$ cat src/rtl/serial_add_ctrl_pkg.sv
// Shared types and helpers for the serial add/subtract controller.
package serial_add_pkg;

  localparam int DEF_WIDTH = 8;

  typedef enum logic [1:0] {
    IDLE  = 2'd0,
    SHIFT = 2'd1,
    DONE  = 2'd2
  } state_t;

  function automatic int cnt_width(input int width);
    return (width <= 2) ? 1 : $clog2(width);
  endfunction

  function automatic logic fa_carry(input logic a, input logic b, input logic c);
    return (a & b) | (c & (a ^ b));
  endfunction

endpackage

$ cat src/rtl/serial_add_ctrl_if.sv
// Operand request and result channels of the serial add/subtract controller.
// Both channels: a transfer happens on a rising edge where valid && ready; the
// source holds valid and its payload stable until that edge.
interface serial_add_ctrl_if #(parameter int WIDTH = serial_add_pkg::DEF_WIDTH);
  logic             in_valid;
  logic             in_ready;
  logic [WIDTH-1:0] a_in;
  logic [WIDTH-1:0] b_in;
  logic             sub_in;
  logic             out_valid;
  logic             out_ready;
  logic [WIDTH-1:0] sum_out;
  logic             cout;
  logic             ovf;
  logic             busy;

  modport master (
    output in_valid, a_in, b_in, sub_in, out_ready,
    input  in_ready, out_valid, sum_out, cout, ovf, busy
  );

  modport slave (
    input  in_valid, a_in, b_in, sub_in, out_ready,
    output in_ready, out_valid, sum_out, cout, ovf, busy
  );
endinterface

$ cat src/rtl/serial_add_ctrl_fa_cell.sv
// One-bit full adder with its carry held in a flop; the carry can be preset.
module serial_fa_cell
  import serial_add_pkg::*;
(
  input  logic clk,
  input  logic rst_n,
  input  logic load,
  input  logic cin_init,
  input  logic en,
  input  logic a,
  input  logic b,
  output logic s,
  output logic carry
);
  logic carry_q;

  assign s     = a ^ b ^ carry_q;
  assign carry = carry_q;

  always_ff @(posedge clk or negedge rst_n) begin
    if (!rst_n)    carry_q <= 1'b0;
    else if (load) carry_q <= cin_init;
    else if (en)   carry_q <= fa_carry(a, b, carry_q);
  end
endmodule

$ cat src/rtl/serial_add_ctrl.sv
// Sequences the serial full-adder cell LSB-first over WIDTH clocks and
// returns sum, carry-out and signed overflow through a valid/ready channel.
module serial_add_ctrl
  import serial_add_pkg::*;
#(
  parameter int WIDTH = DEF_WIDTH
) (
  input  logic   clk,
  input  logic   rst_n,
  serial_add_ctrl_if.slave bus,
  output state_t state_o
);
  localparam int CW = cnt_width(WIDTH);

  state_t           state_q;
  logic [WIDTH-1:0] a_q, b_q, sum_q, sum_out_q;
  logic [CW-1:0]    cnt_q;
  logic             cin_msb_q, out_valid_q, cout_q, ovf_q;
  logic             accept, shift_en, s_bit, carry, carry_nxt;

  assign accept    = bus.in_valid && (state_q == IDLE);
  assign shift_en  = (state_q == SHIFT);
  assign carry_nxt = fa_carry(a_q[0], b_q[0], carry);

  serial_fa_cell u_cell (
    .clk      (clk),
    .rst_n    (rst_n),
    .load     (accept),
    .cin_init (bus.sub_in),
    .en       (shift_en),
    .a        (a_q[0]),
    .b        (b_q[0]),
    .s        (s_bit),
    .carry    (carry)
  );

  always_ff @(posedge clk or negedge rst_n) begin
    if (!rst_n) begin
      state_q     <= IDLE;
      a_q         <= '0;
      b_q         <= '0;
      sum_q       <= '0;
      sum_out_q   <= '0;
      cnt_q       <= '0;
      cin_msb_q   <= 1'b0;
      out_valid_q <= 1'b0;
      cout_q      <= 1'b0;
      ovf_q       <= 1'b0;
    end else begin
      case (state_q)
        IDLE: begin
          if (bus.in_valid) begin
            a_q     <= bus.a_in;
            b_q     <= bus.sub_in ? ~bus.b_in : bus.b_in;
            cnt_q   <= '0;
            state_q <= SHIFT;
          end
        end
        SHIFT: begin
          a_q   <= a_q >> 1;
          b_q   <= b_q >> 1;
          sum_q <= {s_bit, sum_q[WIDTH-1:1]};
          cnt_q <= cnt_q + 1'b1;
          // Carry out of bit WIDTH-2 is the carry into the MSB.
          if (cnt_q == CW'(WIDTH-2)) cin_msb_q <= carry_nxt;
          if (cnt_q == CW'(WIDTH-1)) begin
            state_q     <= DONE;
            out_valid_q <= 1'b1;
            sum_out_q   <= {s_bit, sum_q[WIDTH-1:1]};
            cout_q      <= carry_nxt;
            ovf_q       <= cin_msb_q ^ carry_nxt;
          end
        end
        DONE: begin
          if (bus.out_ready) begin
            out_valid_q <= 1'b0;
            state_q     <= IDLE;
          end
        end
        default: state_q <= IDLE;
      endcase
    end
  end

  assign bus.in_ready  = rst_n && (state_q == IDLE);
  assign bus.out_valid = out_valid_q;
  assign bus.sum_out   = sum_out_q;
  assign bus.cout      = cout_q;
  assign bus.ovf       = ovf_q;
  assign bus.busy      = (state_q != IDLE);
  assign state_o       = state_q;
endmodule

$ cat src/flat_wrapper.sv
// flat-port wrapper written by rule: the top's interface ports become plain ports
module serial_add_ctrl_flat import serial_add_pkg::*;
#(
  parameter int WIDTH = DEF_WIDTH
)
  (clk, rst_n, state_o, bus_in_valid, bus_a_in, bus_b_in, bus_sub_in, bus_out_ready, bus_in_ready, bus_out_valid, bus_sum_out, bus_cout, bus_ovf, bus_busy);
  serial_add_ctrl_if #(.WIDTH(WIDTH)) bus_i ();
  input  logic clk;
  input  logic rst_n;
  output state_t state_o;
  input wire logic [$bits(bus_i.in_valid)-1:0] bus_in_valid;
  input wire logic [$bits(bus_i.a_in)-1:0] bus_a_in;
  input wire logic [$bits(bus_i.b_in)-1:0] bus_b_in;
  input wire logic [$bits(bus_i.sub_in)-1:0] bus_sub_in;
  input wire logic [$bits(bus_i.out_ready)-1:0] bus_out_ready;
  output wire logic [$bits(bus_i.in_ready)-1:0] bus_in_ready;
  output wire logic [$bits(bus_i.out_valid)-1:0] bus_out_valid;
  output wire logic [$bits(bus_i.sum_out)-1:0] bus_sum_out;
  output wire logic [$bits(bus_i.cout)-1:0] bus_cout;
  output wire logic [$bits(bus_i.ovf)-1:0] bus_ovf;
  output wire logic [$bits(bus_i.busy)-1:0] bus_busy;
  assign bus_i.in_valid = bus_in_valid;
  assign bus_i.a_in = bus_a_in;
  assign bus_i.b_in = bus_b_in;
  assign bus_i.sub_in = bus_sub_in;
  assign bus_i.out_ready = bus_out_ready;
  assign bus_in_ready = bus_i.in_ready;
  assign bus_out_valid = bus_i.out_valid;
  assign bus_sum_out = bus_i.sum_out;
  assign bus_cout = bus_i.cout;
  assign bus_ovf = bus_i.ovf;
  assign bus_busy = bus_i.busy;
  serial_add_ctrl #(.WIDTH(WIDTH)) u_core (.clk(clk), .rst_n(rst_n), .bus(bus_i), .state_o(state_o));
endmodule
$ cat config.mk
export PLATFORM = sky130hd
export DESIGN_NAME = serial_add_ctrl_flat
export DESIGN_NICKNAME = d
export VERILOG_FILES = /design/src/rtl/serial_add_ctrl_pkg.sv /design/src/rtl/serial_add_ctrl_if.sv /design/src/rtl/serial_add_ctrl_fa_cell.sv /design/src/rtl/serial_add_ctrl.sv /design/src/flat_wrapper.sv
export SDC_FILE = /design/constraint.sdc
export NUM_CORES = 1
export LEC_CHECK = 0
export CORE_MARGIN = 2
export CORE_UTILIZATION = 55
export CTS_CLUSTER_SIZE = 30
export DETAILED_ROUTE_END_ITERATION = 16
export PLACE_DENSITY = 0.94
export SYNTH_ARGS = -nofsm -noshare
export SYNTH_HDL_FRONTEND = slang
export SYNTH_HIERARCHICAL = 1
export SYNTH_SLANG_ARGS = --single-unit
export TNS_END_PERCENT = 20
$ cat constraint.sdc
create_clock -name clk -period 3.5 [get_ports clk]
set_clock_uncertainty 0.2 [all_clocks]
set_input_delay 0.525 -clock clk [delete_from_list [all_inputs] [get_ports clk]]
set_output_delay 0.525 -clock clk [all_outputs]
set_load 0.02 [all_outputs]
==> notes.md, run 1 <==
run metrics: H-tree depth=2, sequential area share after synthesis=0.546, Placed Area=roughly 2200 sq um, Post-synth top cells=dfrtp_1 (41), nand2_1 (28), o21ai_0 (13), Mux cell area share=0.0586, reg2reg start=u_core/state_o[1]$_DFFE_PN0P_, antenna violations before repair=0, Largest cell class=flip-flops and latches, Worst Hold Class=in -> async, IO Pins=36, Final clock-cell share=0.0345, Worst path max stage delay=0.61 ns, cts hold-fix bufs=0, routability cong.=~0.77, CTS Buf Count=5, FP Rows=21, Setup crit end=bus_in_ready, CTS max path bufs=2, total die size=3900 sq um, FF-to-FF End=u_core/b_q[5]$_DFFE_PN0P_, vias in the first global route=around 1300, Clock transition at path regs=0.12 ns, DP Wirelength=about 2400 um, Yosys top cell by instances=dfrtp_1, Iter 0 DRT Violations=about 74, diodes inserted=0, worst setup path start=u_core/state_o[0]$_DFFE_PN0P_, Fin Hold WS=0.0409 ns, outcome=completed, combinational gate area=~780 sq um, Setup crit start kind=flip-flop, WL final=3590 um, area fraction in xor and xnor cells=0.0419, CTS tree=built, Slowest cell on crit path=clkdlybuf4s50_1, headroom to the max-slew limit=0.597, iteration tally of the first detailed-router pass=4, Die Ht=62.5 um
[run 1: registers in the layout (all words and copies together) (netlist names)]
register,flops
u_core/bus.ovf,1
u_core/b_q,8
u_core/state_o,2
u_core/a_q,8
u_core/sum_q,7
u_core/cin_msb_q,1
u_core/bus.out_valid,1
u_core/bus.cout,1
u_core/u_cell/carry,1
u_core/cnt_q,3
u_core/bus.sum_out,8
[run 1: power by group]
part           switching (mW)  leakage (nW)  internal [mW]  total, mW
logic                   0.406         0.483          0.366      0.772
registers               0.163         0.527          0.675      0.839
clock network           0.152        0.0424          0.152      0.305
total                   0.722          1.05           1.19       1.92
[run 1: metal layers]
metal | vias up | global-route usage
li1 | 675 | -
met1 | 679 | 0.271
met2 | 36 | 0.312
met3 | 5 | 0.0577
met4 | 0 | 0.0833
met5 | - | 0
run_1/flops_by_reg.png
Bar = 20 um. Other sequential cells in the stronger gray, the rest of the logic in the fainter gray.
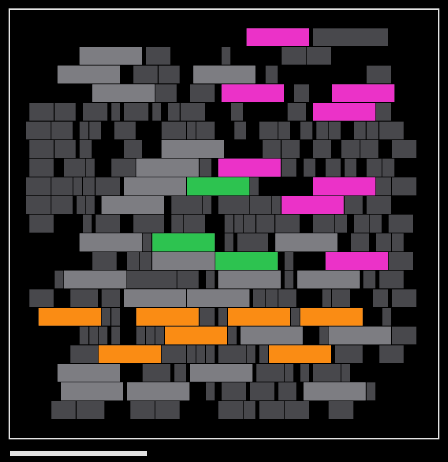
`u_core/a_q` -> magenta  # sequential cells 8
`u_core/cnt_q` -> green  # sequential cells 3
`u_core/sum_q` -> orange  # sequential cells 7
not colored = 23

run_1/logic_types.png
Bar = 20 um.
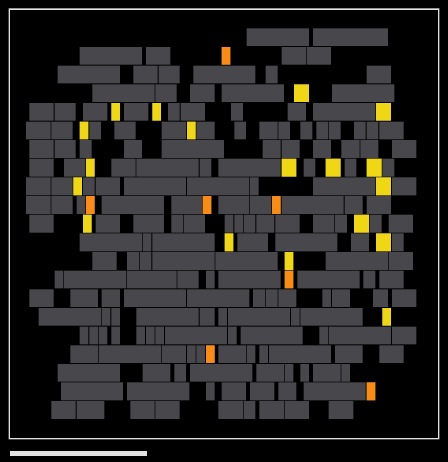
inv cells -> orange  # cells 7
nor cells -> yellow  # cells 18

run_1/placement.png
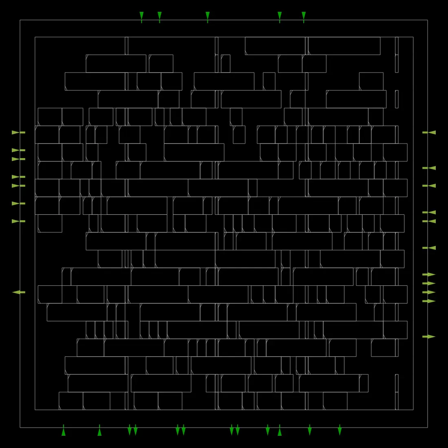
Tap Cells: 46
Core Util, Final: 0.700
Core Region: 3310 sq um

## Run 2: what changed since run 1
--- a/config.mk
+++ b/config.mk
@@ -6,10 +6,10 @@
 export NUM_CORES = 1
 export LEC_CHECK = 0
 export CORE_MARGIN = 2
-export CORE_UTILIZATION = 55
+export CORE_UTILIZATION = 46
 export CTS_CLUSTER_SIZE = 30
 export DETAILED_ROUTE_END_ITERATION = 16
-export PLACE_DENSITY = 0.94
+export PLACE_DENSITY = 0.85
 export SYNTH_ARGS = -nofsm -noshare
 export SYNTH_HDL_FRONTEND = slang
 export SYNTH_HIERARCHICAL = 1
==> constraint.sdc (replaced) <==
create_clock -name clk -period 2.3 [get_ports clk]
set_clock_uncertainty 0.2 [all_clocks]
set_input_delay 0.345 -clock clk [delete_from_list [all_inputs] [get_ports clk]]
set_output_delay 0.345 -clock clk [all_outputs]
set_load 0.02 [all_outputs]
run_2/placement_by_type.png
Bar = 20 um. Fill, decap, tap and diode cells in gray.
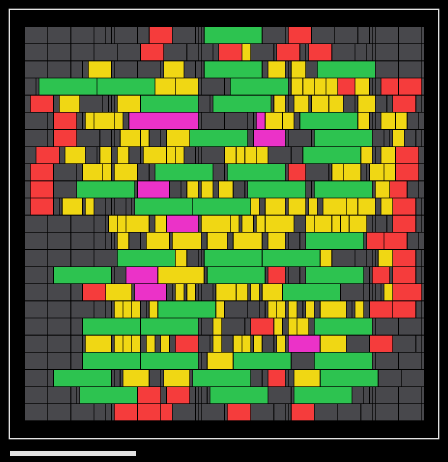
clock drivers and dummy loads -> magenta  # cells 8
combinational and other logic -> yellow  # cells 127
remaining buffers and delay cells -> red  # cells 44
sequential cells -> green  # cells 41

run_2/wires.png
Bar = 20 um.
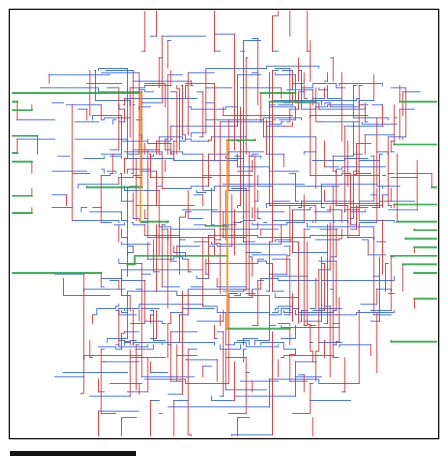
metal 1 -> blue  # wire length 1670 um
metal 4 -> orange  # wire length 50.3 um
metal 2 -> red  # wire length 1770 um
metal 3 -> green  # wire length 177 um

run_2/flops_by_reg.png
Bar = 20 um. Other sequential cells in the stronger gray, the rest of the logic in the fainter gray.
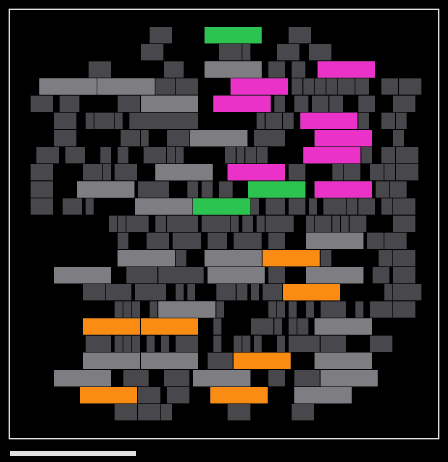
`u_core/sum_q` -> orange  # sequential cells 7
`u_core/cnt_q` -> green  # sequential cells 3
`u_core/a_q` -> magenta  # sequential cells 8, where north-east

==> notes.md, run 2 <==
run metrics: outcome=completed, Die Ht=around 68 um, final setup margin=about 0.26 ns, Iter 0 DRT Violations=~96, Inverters=7, WP buf/inv=1, M3 GR Usage=0.0378, switching share of power=0.358, WL final=3670 um, Final clock-cell share=0.0480, met2 Use GR=0.293, Tap Cells=around 50, Seq pwr share=0.404, headroom to the max-slew limit=0.669, antenna violations before repair=0, DP Wirelength=2500 um, Comb gates=approximately 120, Worst Hold Class=reg -> reg, P_seq=about 1.2 mW, CTS Buf Count=5, clock network fraction of design power=0.191, FF-to-FF End=u_core/u_cell/carry$_DFFE_PN0P_, cell area power density=around 1300 nW/um^2, GRT busiest layer=met2, reg2reg start=u_core/state_o[1]$_DFFE_PN0P_, combinational gate area=a little under 800 sq um, Gate power share=0.404, Post-synth ARST share=1.00, Mux cell area share=0.0586, vias in the first global route=approximately 1300, Clock transition at path regs=about 0.07 ns, diodes inserted=0, Switch Pwr=approximately 1.1 mW, cts hold-fix bufs=1, Clk. pwr=just under 0.6 mW, CTS max path bufs=2, FP Rows=23, CP delay by family, top=buffers and inverters, Yosys top cell by instances=dfrtp_1, iteration tally of the first detailed-router pass=4, internal power=~2 mW, fin crit period=between 2 and 2.5 ns, IO Pins=36, Post-synth top cells=dfrtp_1 (41), nand2_1 (28), o21ai_0 (13), H-tree depth=2, sequential area share after synthesis=0.546, Slowest cell on crit path=clkdlybuf4s50_1, CTS sink count=just over 40, combinational logic power=between 1 and 1.5 mW, Worst path max stage delay=0.54 ns, routability cong.=0.724, Placed Area=2300 sq um, area fraction in xor and xnor cells=0.0419, Core Util, Final=0.611, Core Region=3970 sq um, Main power group=registers, Post-Synth AOI/OAI Area=0.145, CTS tree=built, total die size=~4600 sq um, Largest cell class=flip-flops and latches
==> run 2: worst max-delay path by stage <==
stage	start	endpoint	slack, ns	depth (start not counted)
after floorplan	u_core/cnt_q[0]$_DFFE_PN0P_	u_core/bus.sum_out[3]$_DFFE_PN0P_	0.51	5
after global placement	bus_in_valid	u_core/b_q[7]$_DFFE_PN0P_	0.35	4
after detailed placement	bus_in_valid	u_core/b_q[7]$_DFFE_PN0P_	0.29	4
after CTS	rst_n	bus_in_ready	0.03	5
after global routing	u_core/state_o[0]$_DFFE_PN0P_	bus_busy	0.21	2
final	u_core/state_o[0]$_DFFE_PN0P_	bus_busy	0.26	2
==> run 2: worst register-to-register path, stage by stage (launching register included) <==
cell      delay (ns)
dfrtp_1         0.38
buf_4           0.19
nand2b_2        0.33
inv_2           0.42
mux2i_1         0.24
o21ai_1         0.07
## Run 3: what changed since run 2
--- a/config.mk
+++ b/config.mk
@@ -7,6 +7,7 @@
 export LEC_CHECK = 0
 export CORE_MARGIN = 2
 export CORE_UTILIZATION = 46
+export CTS_CLUSTER_DIAMETER = 200
 export CTS_CLUSTER_SIZE = 30
 export DETAILED_ROUTE_END_ITERATION = 16
 export PLACE_DENSITY = 0.85
run_3/placement_by_type.png
Bar = 20 um. Fill, decap, tap and diode cells in gray.
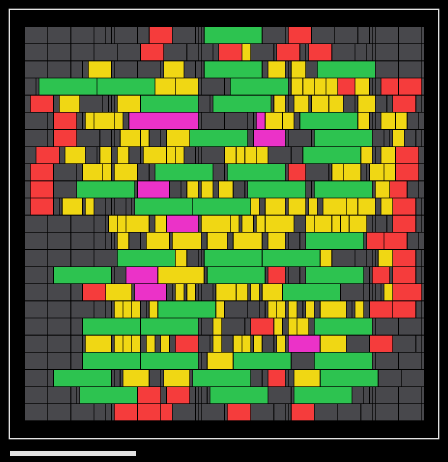
clock drivers and dummy loads -> magenta  # cells 8
remaining buffers and delay cells -> red  # cells 44
combinational and other logic -> yellow  # cells 127
sequential cells -> green  # cells 41

run_3/wires.png
Bar = 20 um.
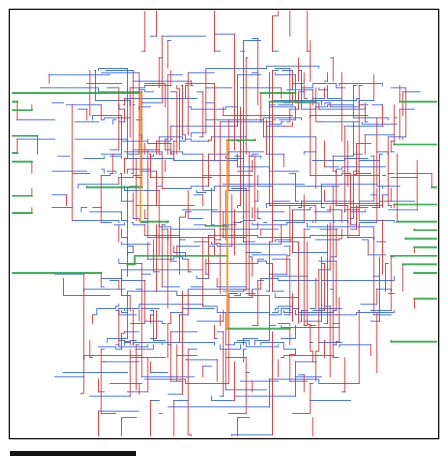
metal 3 -> green  # wire length 177 um
metal 2 -> red  # wire length 1770 um
metal 4 -> orange  # wire length 50.3 um
metal 1 -> blue  # wire length 1670 um

run_3/logic_types.png
Bar = 20 um.
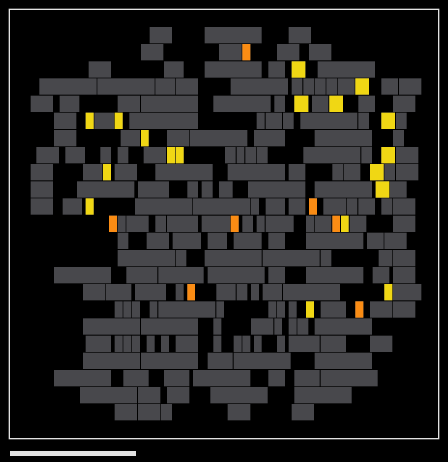
inv cells -> orange  # cells 7
nor cells -> yellow  # cells 18

==> notes.md, run 3 <==
run metrics: Inverters=7, Post-synth ARST share=1.00, reg2reg start=u_core/state_o[1]$_DFFE_PN0P_, met2 Use GR=0.293, IO Pins=36, Yosys reg bits=41, Final ANT Viol Nets=0, Clock transition at path regs=roughly 0.070 ns, diodes inserted=0, Routed WL per cell=between 10 and 15 um, internal power=a little under 2 mW, CTS tree=built, CP endpoint kind=primary output, fin crit period=a little over 2 ns, FF-to-FF End=u_core/u_cell/carry$_DFFE_PN0P_, final instance area=approximately 2400 sq um, Final clock-cell share=0.0480, Signal buf overhead=0.172, Post-synth top cells=dfrtp_1 (41), nand2_1 (28), o21ai_0 (13), Comb gates=between 100 and 150, placed insts=around 260, Iter 0 DRT Violations=around 96, Core Region=between 3000 and 4000 sq um, Mux cell area share=0.0586, P_seq=between 1 and 1.5 mW, met1 GRT Util=0.234, antenna violations before repair=0, Tap Cells=roughly 50, final setup margin=0.256 ns, sequential area share after synthesis=0.546, CTS Buf Count=5, GRT busiest layer=met2, combinational gate area=just under 800 sq um, total die size=between 4000 and 5000 sq um, crit-path max FO=2, Setup violations, final=0, Yosys top cell by instances=dfrtp_1, WP buf/inv=1, combinational logic power=1.24 mW, H-tree depth=2, WP depth=2, Setup crit start kind=flip-flop, Worst path max stage delay=~0.54 ns, Pre-Place Util=0.473, Clk. pwr=0.588 mW, Cell Area, Synth=~1900 sq um, detailed-route DRC error count=0, headroom to the max-slew limit=0.669, cts hold-fix bufs=1, cell area power density=1270 nW/um^2, CTS sink count=approximately 41, Worst Hold Depth=2, routability cong.=just over 0.7, iteration tally of the first detailed-router pass=4, WL final=around 3700 um, switching share of power=0.358, outcome=completed, max-slew violation count=0, Slowest cell on crit path=clkdlybuf4s50_1, CTS max path bufs=2, Post-Synth AOI/OAI Area=0.145, Largest cell class=flip-flops and latches, Seq pwr share=0.404, Fin Hold WS=0.296 ns, FP Rows=23, DP Wirelength=2500 um, Placed Area=~2300 sq um, critical path arrival=approximately 1.5 ns, syn_nets=204, area fraction in xor and xnor cells=0.0419, CP delay by family, top=buffers and inverters, Gate power share=0.404, M3 GR Usage=0.0378, Switch Pwr=around 1.1 mW, Main power group=registers, clock network fraction of design power=0.191, number of enable flip-flop cells=0, Worst Hold Class=reg -> reg
-- run 3: cell counts after synthesis --
Identical to the previous run, type by type.
-- run 3: worst max-delay path by stage --
stage	startpoint	to	slack [ns]
floorplan	u_core/cnt_q[0]$_DFFE_PN0P_	u_core/bus.sum_out[3]$_DFFE_PN0P_	0.51
global placement	bus_in_valid	u_core/b_q[7]$_DFFE_PN0P_	0.35
detailed placement	bus_in_valid	u_core/b_q[7]$_DFFE_PN0P_	0.29
CTS	rst_n	bus_in_ready	0.03
global route	u_core/state_o[0]$_DFFE_PN0P_	bus_busy	0.21
finish	u_core/state_o[0]$_DFFE_PN0P_	bus_busy	0.26
-- run 3: per-layer routing --
metal	wire length, um	up-vias	share of wire
met3	176	6	0.048
met2	1770	32	0.48
met4	50	0	0.014
li1	-	691	-
met1	1670	686	0.46
met5	0	-	0
No activity file was given, so power comes from the tool's default toggle rates.
